## src/rtl/pdm_decimation_chain_if.sv

```systemverilog
// PDM bit input and the three decimated PCM outputs of one microphone channel.
interface pdm_decimation_chain_if;
  logic               pdm_in;
  logic signed [15:0] cic_out;
  logic               cic_valid;
  logic signed [16:0] hb1_out;
  logic               hb1_valid;
  logic signed [47:0] hb2_out;
  logic               hb2_valid;

  modport master (
    output pdm_in,
    input  cic_out, cic_valid, hb1_out, hb1_valid, hb2_out, hb2_valid
  );

  modport slave (
    input  pdm_in,
    output cic_out, cic_valid, hb1_out, hb1_valid, hb2_out, hb2_valid
  );
endinterface

```

## src/rtl/pdm_decimation_chain.sv

```systemverilog
// Single-channel PDM to PCM decimator: 4th-order CIC (R=16) followed by two
// decimate-by-2 halfband filters, all paced by clock-enable strobes.
module pdm_decimation_chain #(
  parameter int CIC_ORDER = 4,
  parameter int CIC_W     = 17
) (
  input  logic                  clk,
  input  logic                  rst,
  pdm_decimation_chain_if.slave bus
);

  logic [3:0]         cnt_q;
  logic [CIC_W-1:0]   integ_q   [CIC_ORDER];
  logic [CIC_W-1:0]   integ_d   [CIC_ORDER];
  logic [CIC_W-1:0]   combDly_q [CIC_ORDER];
  logic [CIC_W-1:0]   combStage [CIC_ORDER+1];
  logic               cicStrobe;
  logic signed [15:0] cicOut_q, cicOut_d;
  logic               cicUpd_q, cicValid_q;

  logic signed [15:0] hb1Dly_q [6];
  logic               p1_q;
  logic signed [23:0] hb1Acc, hb1Shr;
  logic signed [16:0] hb1Out_q, hb1Out_d;
  logic               hb1Upd_q, hb1Valid_q;

  logic signed [16:0] hb2Dly_q [10];
  logic               p2_q;
  logic signed [31:0] hb2Pair0, hb2Pair2, hb2Pair4, hb2Mid, hb2Acc;
  logic signed [47:0] hb2Out_q;
  logic               hb2Upd_q, hb2Valid_q;

  function automatic logic signed [23:0] ext16(input logic signed [15:0] v);
    return {{8{v[15]}}, v};
  endfunction

  function automatic logic signed [31:0] ext17(input logic signed [16:0] v);
    return {{15{v[16]}}, v};
  endfunction

  assign cicStrobe = (cnt_q == 4'hF);

  // Integrators chain through the freshly updated previous stage; wrap is intended.
  always_comb begin
    integ_d[0] = integ_q[0] + CIC_W'(bus.pdm_in);
    for (int k = 1; k < CIC_ORDER; k++) integ_d[k] = integ_q[k] + integ_d[k-1];
    combStage[0] = integ_d[CIC_ORDER-1];
    for (int k = 0; k < CIC_ORDER; k++) combStage[k+1] = combStage[k] - combDly_q[k];
    if (combStage[CIC_ORDER] > CIC_W'(65535)) cicOut_d = 16'sh7FFF;
    else cicOut_d = {~combStage[CIC_ORDER][15], combStage[CIC_ORDER][14:0]};
  end

  // Taps are the post-shift line: x0 is the incoming sample, xk the old x(k-1).
  always_comb begin
    hb1Acc = (ext16(hb1Dly_q[1]) <<< 3) + ext16(hb1Dly_q[1])
           + (ext16(hb1Dly_q[2]) <<< 4)
           + (ext16(hb1Dly_q[3]) <<< 3) + ext16(hb1Dly_q[3])
           - ext16(cicOut_q) - ext16(hb1Dly_q[5]);
    hb1Shr = hb1Acc >>> 4;
    if (hb1Shr > 24'sd65535)       hb1Out_d = 17'sh0FFFF;
    else if (hb1Shr < -24'sd65536) hb1Out_d = 17'sh10000;
    else                           hb1Out_d = hb1Shr[16:0];
  end

  always_comb begin
    hb2Pair0 = ext17(hb1Out_q) + ext17(hb2Dly_q[9]);
    hb2Pair2 = ext17(hb2Dly_q[1]) + ext17(hb2Dly_q[7]);
    hb2Pair4 = ext17(hb2Dly_q[3]) + ext17(hb2Dly_q[5]);
    hb2Mid   = ext17(hb2Dly_q[4]);
    hb2Acc   = (hb2Pair0 <<< 1) + hb2Pair0
             - ((hb2Pair2 <<< 4) + (hb2Pair2 <<< 3) + hb2Pair2)
             + (hb2Pair4 <<< 7) + (hb2Pair4 <<< 4) + (hb2Pair4 <<< 2) + (hb2Pair4 <<< 1)
             + (hb2Mid <<< 8);
  end

  always_ff @(posedge clk) begin
    if (rst) begin
      cnt_q      <= '0;
      cicOut_q   <= '0;
      cicUpd_q   <= 1'b0;
      cicValid_q <= 1'b0;
      for (int k = 0; k < CIC_ORDER; k++) begin
        integ_q[k]   <= '0;
        combDly_q[k] <= '0;
      end
    end else begin
      cnt_q      <= cnt_q + 4'd1;
      integ_q    <= integ_d;
      cicUpd_q   <= cicStrobe;
      cicValid_q <= cicUpd_q;
      if (cicStrobe) begin
        cicOut_q <= cicOut_d;
        for (int k = 0; k < CIC_ORDER; k++) combDly_q[k] <= combStage[k];
      end
    end
  end

  always_ff @(posedge clk) begin
    if (rst) begin
      for (int k = 0; k < 6; k++) hb1Dly_q[k] <= '0;
      p1_q       <= 1'b0;
      hb1Out_q   <= '0;
      hb1Upd_q   <= 1'b0;
      hb1Valid_q <= 1'b0;
    end else begin
      hb1Upd_q   <= cicValid_q && p1_q;
      hb1Valid_q <= hb1Upd_q;
      if (cicValid_q) begin
        hb1Dly_q[0] <= cicOut_q;
        for (int k = 1; k < 6; k++) hb1Dly_q[k] <= hb1Dly_q[k-1];
        p1_q <= ~p1_q;
        if (p1_q) hb1Out_q <= hb1Out_d;
      end
    end
  end

  always_ff @(posedge clk) begin
    if (rst) begin
      for (int k = 0; k < 10; k++) hb2Dly_q[k] <= '0;
      p2_q       <= 1'b0;
      hb2Out_q   <= '0;
      hb2Upd_q   <= 1'b0;
      hb2Valid_q <= 1'b0;
    end else begin
      hb2Upd_q   <= hb1Valid_q && p2_q;
      hb2Valid_q <= hb2Upd_q;
      if (hb1Valid_q) begin
        hb2Dly_q[0] <= hb1Out_q;
        for (int k = 1; k < 10; k++) hb2Dly_q[k] <= hb2Dly_q[k-1];
        p2_q <= ~p2_q;
        if (p2_q) hb2Out_q <= {{16{hb2Acc[31]}}, hb2Acc};
      end
    end
  end

  assign bus.cic_out   = cicOut_q;
  assign bus.cic_valid = cicValid_q;
  assign bus.hb1_out   = hb1Out_q;
  assign bus.hb1_valid = hb1Valid_q;
  assign bus.hb2_out   = hb2Out_q;
  assign bus.hb2_valid = hb2Valid_q;

endmodule

```

## src/flat_wrapper.sv

```systemverilog
// flat-port wrapper written by rule: the top's interface ports become plain ports
module pdm_decimation_chain_flat 
#(
  parameter int CIC_ORDER = 4,
  parameter int CIC_W     = 17
)
  (clk, rst, bus_pdm_in, bus_cic_out, bus_cic_valid, bus_hb1_out, bus_hb1_valid, bus_hb2_out, bus_hb2_valid);
  pdm_decimation_chain_if bus_i ();
  input  logic clk;
  input  logic rst;
  input wire logic [$bits(bus_i.pdm_in)-1:0] bus_pdm_in;
  output wire logic [$bits(bus_i.cic_out)-1:0] bus_cic_out;
  output wire logic [$bits(bus_i.cic_valid)-1:0] bus_cic_valid;
  output wire logic [$bits(bus_i.hb1_out)-1:0] bus_hb1_out;
  output wire logic [$bits(bus_i.hb1_valid)-1:0] bus_hb1_valid;
  output wire logic [$bits(bus_i.hb2_out)-1:0] bus_hb2_out;
  output wire logic [$bits(bus_i.hb2_valid)-1:0] bus_hb2_valid;
  assign bus_i.pdm_in = bus_pdm_in;
  assign bus_cic_out = bus_i.cic_out;
  assign bus_cic_valid = bus_i.cic_valid;
  assign bus_hb1_out = bus_i.hb1_out;
  assign bus_hb1_valid = bus_i.hb1_valid;
  assign bus_hb2_out = bus_i.hb2_out;
  assign bus_hb2_valid = bus_i.hb2_valid;
  pdm_decimation_chain #(.CIC_ORDER(CIC_ORDER), .CIC_W(CIC_W)) u_core (.clk(clk), .rst(rst), .bus(bus_i));
endmodule
```

## config.mk

```make
export PLATFORM = sky130hd
export DESIGN_NAME = pdm_decimation_chain_flat
export DESIGN_NICKNAME = d
export VERILOG_FILES = /design/src/rtl/pdm_decimation_chain_if.sv /design/src/rtl/pdm_decimation_chain.sv /design/src/flat_wrapper.sv
export SDC_FILE = /design/constraint.sdc
export NUM_CORES = 1
export LEC_CHECK = 0
export CAP_MARGIN = 25
export CORE_MARGIN = 2
export CORE_UTILIZATION = 40
export CTS_CLUSTER_DIAMETER = 100
export DETAILED_ROUTE_END_ITERATION = 10
export PLACE_DENSITY = 0.66
export REMOVE_ABC_BUFFERS = 1
export SLEW_MARGIN = 20
export SYNTH_ARGS = -nofsm -noshare
export SYNTH_HDL_FRONTEND = slang
export SYNTH_SLANG_ARGS = --single-unit
```

## constraint.sdc

```tcl
create_clock -name clk -period 27.2 [get_ports clk]
set_clock_uncertainty 0.15 [all_clocks]
set_input_delay 6.8 -clock clk [delete_from_list [all_inputs] [get_ports clk]]
set_output_delay 6.8 -clock clk [all_outputs]
set_load 0.02 [all_outputs]
```

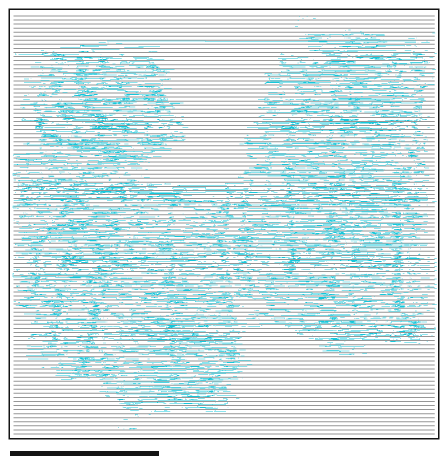
Fig. 1. The metal 1 layer (run 1).
Scale bar: 100 um. Supply wires on this layer in grey.
wire length on this layer: 28.0 mm
nets with wire on the layer: 3337
Vias: 20100
final WL: 61600 um

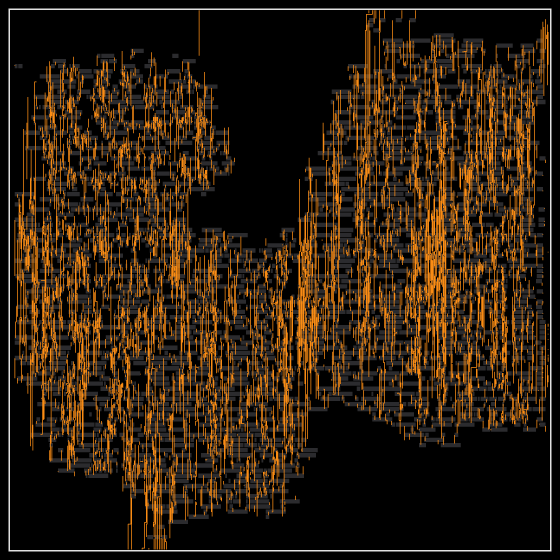
Fig. 2. Metal 2 (run 1).
Cells faint in the background.
nets with wire on the layer: 2937
longest straight run: 120 um
main direction: vertical
share of all routed wire: 48%
M2 GR Usage: 0.260

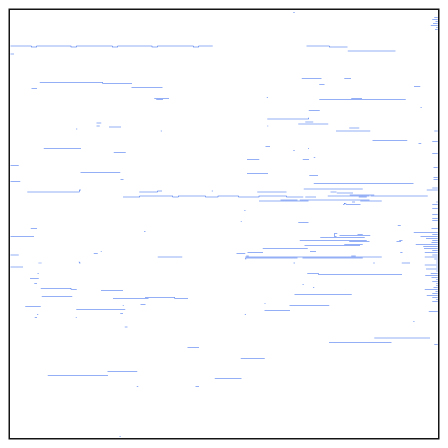
Fig. 3. The metal 3 layer (run 1).
main direction: horizontal
wire length on this layer: 2370 um
longest straight run: 91.3 um
nets with wire on the layer: 132
met3 GRT Util: 0.0222

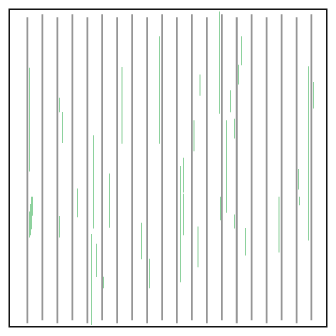
Fig. 4. Met4 routing (run 1).
Supply wires on this layer in grey.
wire length on this layer: 1590 um
nets with wire on the layer: 19

==> flow_metrics.py, run 1 <==
# Generated from Yosys and OpenROAD reports
metrics = {
    "synthesis": {
        "ys_seq_frac": 0.404,
        "ys_area_um2": 32000,
        "simple_gate_share": 0.142,
        "ys_cells": 2913,
        "synth-edff-count": 334,
    },
    "grt": {
        "grt_pass1_wl_um": 100000,
        "grt_max_degree": 98,
    },
    "hold_path": {
        "min_from": "u_core.cicUpd_q$_SDFF_PP0_",
        "holdPathStages": 1,
    },
    "clock_network": {
        "cts_htree_levels": 2,
        "cts-buffers-inserted": 54,
    },
    "timing": {
        "period_needed_ns": 16.35,
        "fmax_mhz": 61.2,
        "slew_headroom": 0.397,
    },
    "layout": {
        "fillerInstances": 7386,
        "logic_gates": 2066,
        "area_growth_pct": 11.9,
        "utilization": 0.453,
        "num-nonclk-buffers": 106,
        "clock_buffers": 69,
    },
    "run_status": {
        "status": "finished, final reports clean",
    },
    "worst_setup_path": {
        "timing.rr.end": "u_core.bus.cic_out[0]$_SDFFE_PP0P_",
        "crit_required_ns": 27.54,
    },
}
run 1: per-stage QoR:
| step | cells | cell area (um2) |
|---|---|---|
| floorplan | 2836 | 31600 |
| global placement | 3990 | 34000 |
| detailed placement | 3990 | 34000 |
| CTS | 4092 | 35800 |
| global route | 4094 | 35800 |
| finish | 4094 | 35800 |
run 1: layer usage:
metal | vias to the layer above | GRT usage | wire (um)
li1 | 10100 | - | -
met1 | 9676 | 0.194 | 28000
met2 | 276 | 0.260 | 29700
met3 | 85 | 0.0222 | 2370
met4 | 0 | 0.0465 | 1590
met5 | - | 0 | 0
## Run 2: what changed since run 1
--- a/config.mk
+++ b/config.mk
@@ -10,7 +10,7 @@
 export CORE_UTILIZATION = 40
 export CTS_CLUSTER_DIAMETER = 100
 export DETAILED_ROUTE_END_ITERATION = 10
-export PLACE_DENSITY = 0.66
+export PLACE_DENSITY = 0.68
 export REMOVE_ABC_BUFFERS = 1
 export SLEW_MARGIN = 20
 export SYNTH_ARGS = -nofsm -noshare
==> constraint.sdc (replaced) <==
create_clock -name clk -period 13.6 [get_ports clk]
set_clock_uncertainty 0.15 [all_clocks]
set_input_delay 3.4 -clock clk [delete_from_list [all_inputs] [get_ports clk]]
set_output_delay 3.4 -clock clk [all_outputs]
set_load 0.02 [all_outputs]
==> run 2 against run 1 <==
  * Synthesized cell count stayed put
  * Count of clock-buffer cells in the layout is 2 higher
  * Sequential share of layout area about the same
  * Critical path type unchanged
  * Largest cell class unchanged
==> flow_metrics.py, run 2 <==
# Generated from Yosys and OpenROAD reports
metrics = {
    "clock_network": {
        "cts_htree_levels": 2,
    },
    "layout": {
        "utilization": 0.452,
        "clock_buffers": 71,
        "area_growth_pct": 11.9,
        "final_area_um2": 35800,
        "num-nonclk-buffers": 104,
        "finalNonFillerCells": 4092,
        "logic_gates": 2066,
    },
    "detailed_routing": {
        "top_layer_used": "met4",
        "drt-met1-wl_um": 28300,
        "dr_wl_met2_um": 29600,
        "wl_met3_um": 2150,
    },
    "timing": {
        "period_needed_ns": 12.78,
        "slew_headroom": 0.353,
        "fmax_mhz": 78.2,
    },
    "worst_setup_path": {
        "timing.rr.end": "u_core.bus.cic_out[3]$_SDFFE_PP0P_",
        "crit_required_ns": 13.93,
    },
    "synthesis": {
        "ys_seq_frac": 0.404,
        "ys_cells": 2913,
    },
    "grt": {
        "global_route.usage.met2": 0.262,
        "grt_max_degree": 107,
        "grt_use_met3": 0.0227,
    },
    "run_status": {
        "status": "finished, final reports clean",
    },
    "place": {
        "dp_cells": 3990,
    },
}
-- run 2: netlist changes by cell type in the layout (fill, tap and decap cells not counted), moves of 2 or more --
| cell | delta |
|---|---|
| bufinv_16 | -2 |
| clkbuf_1 | -4 |
| clkbuf_8 | +6 |
| clkinv_2 | -3 |
| clkinvlp_4 | +5 |
| o41ai_1 | -2 |
| o41ai_2 | +2 |
-- run 2: timing repair --
item,4_1_cts,5_1_grt
setup endpoints to repair,0,16
hold buffers,0,0
endpoints found under the hold margin,0,0
gates resized,0,2
-- run 2: cell families (layout without fill, tap and decap cells) --
logic type	count (synthesis)	in the layout	synth area share
other cells	0	1	0
fa+ha+maj	502	502	0.249
simple gates	848	848	0.142
xor+xnor	216	216	0.0608
compound gates	494	494	0.0971
flops	479	479	0.404
mux	6	6	0.00188
buf+inv	368	496	0.0453
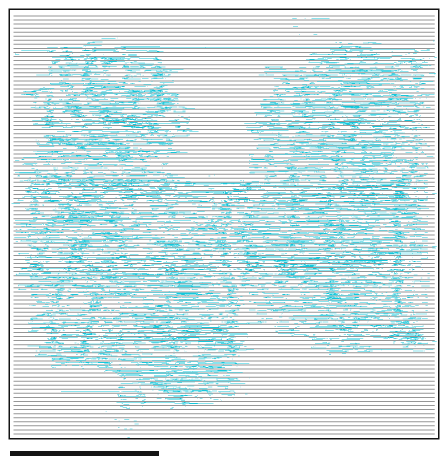
Fig. 5. The metal 1 layer (run 2).
Scale bar: 100 um. Supply wires on this layer in grey.
longest straight run: 96.8 um
main direction: horizontal
wire length on this layer: 28.3 mm
share of all routed wire: 46%
met1 Use GR: 0.198
Vias: 20100
final WL: 61700 um

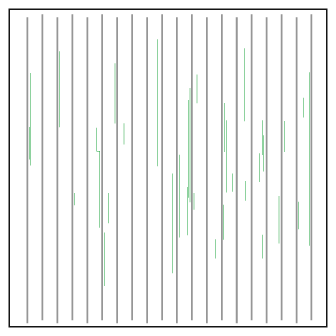
Fig. 6. Met4 routing (run 2).
Supply wires on this layer in grey.
nets with wire on the layer: 19
wire length on this layer: 1630 um
longest straight run: 157 um
main direction: vertical

